<file path="config.mk">
export PLATFORM = sky130hd
export DESIGN_NAME = sample_serializer
export DESIGN_NICKNAME = d
export VERILOG_FILES = /design/src/rtl/sample_serializer.sv
export SDC_FILE = /design/constraint.sdc
export NUM_CORES = 1
export LEC_CHECK = 0
export CAP_MARGIN = 20
export CORE_ASPECT_RATIO = 0.7
export CORE_MARGIN = 3
export CORE_UTILIZATION = 35
export DETAILED_ROUTE_END_ITERATION = 8
export SYNTH_ARGS = -nofsm -noshare
export SYNTH_HDL_FRONTEND = slang
export SYNTH_SLANG_ARGS = --single-unit
</file>
<file path="constraint.sdc">
create_clock -name clk -period 5.1 [get_ports clk]
set_clock_uncertainty 0.2 [all_clocks]
set_input_delay 1.275 -clock clk [delete_from_list [all_inputs] [get_ports clk]]
set_output_delay 1.275 -clock clk [all_outputs]
set_load 0.01 [all_outputs]
</file>
<file path="src/rtl/sample_serializer.sv">
// sample_serializer: pops SAMPLE_WIDTH-bit records from a show-ahead FIFO and
// streams them to the host one byte per data_rdy/data_ack handshake, with
// runtime byte order, optional periodic sync markers and a sent-record count.
module sample_serializer #(
  parameter int         SAMPLE_WIDTH  = 48,
  parameter int         SYNC_INTERVAL = 1024,
  parameter int         SYNC_LEN      = 2,
  parameter logic [7:0] SYNC_BYTE     = 8'hA5
) (
  input  logic                    clk,
  input  logic                    reset,
  input  logic                    sample_rdy,
  input  logic [SAMPLE_WIDTH-1:0] sample,
  output logic                    sample_ack,
  output logic                    data_rdy,
  output logic [7:0]              data,
  input  logic                    data_ack,
  input  logic                    msb_first,
  input  logic                    sync_en,
  output logic [31:0]             samples_sent,
  output logic                    busy
);

  localparam int NBYTES = (SAMPLE_WIDTH + 7) / 8;
  localparam int PADW   = NBYTES * 8;
  localparam int IW     = (NBYTES > 1) ? $clog2(NBYTES) : 1;
  localparam int CW     = (SYNC_INTERVAL > 1) ? $clog2(SYNC_INTERVAL) : 1;

  localparam logic [IW-1:0] LAST_IDX  = IW'(NBYTES - 1);
  localparam logic [2:0]    SYNC_LAST = 3'(SYNC_LEN - 1);
  localparam logic [CW-1:0] CNT_LAST  = (SYNC_INTERVAL > 0) ? CW'(SYNC_INTERVAL - 1) : '0;

  localparam logic [1:0] IDLE = 2'd0;
  localparam logic [1:0] SYNC = 2'd1;
  localparam logic [1:0] SEND = 2'd2;

  logic [1:0]      state_q, state_d;
  logic [PADW-1:0] rec_q, rec_d;
  logic            msb_q, msb_d;
  logic [IW-1:0]   idx_q, idx_d;
  logic [2:0]      sidx_q, sidx_d;
  logic [CW-1:0]   cnt_q, cnt_d;
  logic [31:0]     sent_q, sent_d;

  logic [IW-1:0]   byte_sel;
  logic [PADW-1:0] rec_shifted;

  // Handshake outputs and the byte currently presented to the host
  always_comb begin
    sample_ack   = (state_q == IDLE) && sample_rdy && !reset;
    data_rdy     = (state_q == SYNC) || (state_q == SEND);
    busy         = (state_q != IDLE);
    samples_sent = sent_q;
    byte_sel     = msb_q ? (LAST_IDX - idx_q) : idx_q;
    rec_shifted  = rec_q >> {byte_sel, 3'b000};
    case (state_q)
      SYNC:    data = SYNC_BYTE;
      SEND:    data = rec_shifted[7:0];
      default: data = '0;
    endcase
  end

  // Next-state logic: record latch, marker/byte sequencing, counters
  always_comb begin
    state_d = state_q;
    rec_d   = rec_q;
    msb_d   = msb_q;
    idx_d   = idx_q;
    sidx_d  = sidx_q;
    cnt_d   = cnt_q;
    sent_d  = sent_q;
    case (state_q)
      IDLE: begin
        if (sample_rdy) begin
          rec_d  = PADW'(sample);
          msb_d  = msb_first;
          idx_d  = '0;
          sidx_d = '0;
          if ((cnt_q == '0) && sync_en && (SYNC_INTERVAL > 0)) state_d = SYNC;
          else                                                 state_d = SEND;
        end
      end
      SYNC: begin
        if (data_ack) begin
          if (sidx_q == SYNC_LAST) begin
            state_d = SEND;
            idx_d   = '0;
          end else begin
            sidx_d = sidx_q + 3'd1;
          end
        end
      end
      SEND: begin
        if (data_ack) begin
          if (idx_q == LAST_IDX) begin
            state_d = IDLE;
            sent_d  = sent_q + 32'd1;
            cnt_d   = (cnt_q == CNT_LAST) ? '0 : cnt_q + CW'(1);
          end else begin
            idx_d = idx_q + IW'(1);
          end
        end
      end
      default: state_d = IDLE;
    endcase
  end

  // State registers with synchronous reset
  always_ff @(posedge clk) begin
    if (reset) begin
      state_q <= IDLE;
      rec_q   <= '0;
      msb_q   <= 1'b0;
      idx_q   <= '0;
      sidx_q  <= '0;
      cnt_q   <= '0;
      sent_q  <= '0;
    end else begin
      state_q <= state_d;
      rec_q   <= rec_d;
      msb_q   <= msb_d;
      idx_q   <= idx_d;
      sidx_q  <= sidx_d;
      cnt_q   <= cnt_d;
      sent_q  <= sent_d;
    end
  end

endmodule
</file>
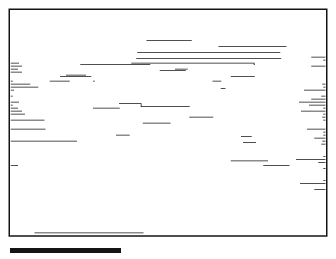
Figure 1: the metal 3 layer.
Scale bar: 50 um.
62 nets have wire on it. The longest straight run is 65.3 um. The wires run mostly horizontal. The layer carries 729 um of wire.
routed wire length: 12190 um
Vias: 4185

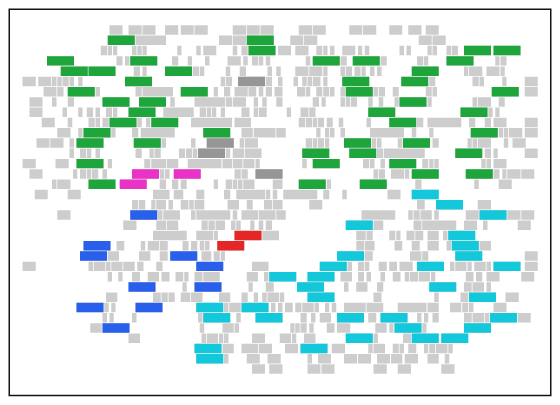
Figure 2: sequential cells grouped by signal name.
Other sequential cells in the stronger grey, the rest of the logic in the fainter grey.
sidx_q: drawn in magenta, flops 3. rec_q: drawn in green, flops 48. cnt_q: drawn in blue, flops 10. state_q: drawn in red, flops 2. samples_sent: drawn in cyan, flops 32.
Another 4 sequential cells are not coloured.

==> impl_metrics.toml <==
# physical design summary
[placement]
dpl_cell_area_um2 = 5667
portBuffers = 96
dp_cells = 814

[run_status]
outcome = "finished, final reports clean"

[timing]
layout_setup_ws_ns = 0.6782
timing.fmax_mhz = 226.2
rsz0062_at_grt = "false"
hold_viol = 0
worst_slew_pin_slew_ns = 1.032

[die]
core_area_um2 = 12630
dieArea_um2 = 14560
row_count = 34

[critical_path]
r2r_start = "state_q[0]"
worstPathRequired_ns = 3.62

[clocking]
clock_sinks = 99
cts_buffer_depth = 2
clk_pin_slew_ns = 0.07

[synthesis]
yosysWarnings = 0
xor_share_pct = 7.596
avgSynthCellArea_um2 = 7.910
simple_gate_area_share_pct = 28.40
synth_nets = 645
synth_flops = 99
synthAoiAreaFrac_pct = 11.27
ys_cells = 581
adder_share_pct = 2.723
top_area_share_pct = 43.13

[grt]
grt_busiest_layer = "met1"
grt_util_all_layers_pct = 17.07
grt_pass1_vias = 3896
grtUsageMet2_pct = 24.06
grt_pass1_wl_um = 19960

[route]
wl_met2_um = 5074
drt_iter0_drc = 218
wl_per_cell_um = 14.70
drt_first_pass_iters = 5

[cells_and_area]
fin_nets = 727
final.fill_count = 1241
utilization_pct = 47.34
comb_area_um2 = 2459
antenna_cells = 0
final_area_um2 = 5981

[min_path]
hold_path_end = "rec_q[12]"
min_path_type = "reg -> reg"
hold_depth = 2

[pwr]
vdd_drop_max_uv = 178.6
-- critical path: stages (launching register included) --
cell	delay, ns
dfxtp_1	0.41
inv_1	0.10
ha_1	0.28
mux2i_1	0.59
nand2_1	0.27
a21oi_1	0.21
nor4_1	0.07
nor2_1	0.14
clkdlybuf4s50_1	0.55
-- flip-flops by register name, indices dropped and copies added (netlist names) --
register / flops
cnt_q: 10
idx_q: 3
msb_q: 1
rec_q: 48
samples_sent: 32
sidx_q: 3
state_q: 2
-- worst max-delay path by stage --
stage | endpoint | slack [ns] | startpoint
finish | data[2] | 0.68 | idx_q[1]
global route | data[5] | 0.48 | idx_q[1]
CTS | data[1] | 0.67 | idx_q[1]
detailed placement | sample_ack | 0.98 | sample_rdy
global placement | sample_ack | 0.99 | sample_rdy
floorplan | sample_ack | 1.52 | reset
-- report_power, final --
group,internal [W],total (W),switching [W]
sequential,0.000848,0.000902,0.0000535
combinational,0.000224,0.000569,0.000345
clock,0.000428,0.000718,0.000290
-- cell usage after synthesis (all sizes together), types with 2 or more instances --
| cell type | number |
|---|---|
| a21o | 2 |
| a21oi | 75 |
| and2 | 2 |
| and3 | 5 |
| and4 | 5 |
| buf | 10 |
| clkbuf | 19 |
| dfxtp | 99 |
| ha | 10 |
| inv | 10 |
| mux2i | 6 |
| mux4 | 4 |
| nand2 | 154 |
| nand3 | 13 |
| nand4 | 21 |
| nor2 | 60 |
| nor3 | 4 |
| nor4 | 10 |
| o21ai | 13 |
| o31ai | 2 |
| or2 | 2 |
| or3 | 3 |
| xnor2 | 11 |
| xor2 | 28 |
-- cell type report --
type	count	share of cell area (%)
tap	162	3.389
sequential	99	33.14
clock buffer	9	3.766
inverter	10	0.6276
timing repair buffer	100	16.49
multi-input combinational	443	41.11
clock inverter	6	1.485
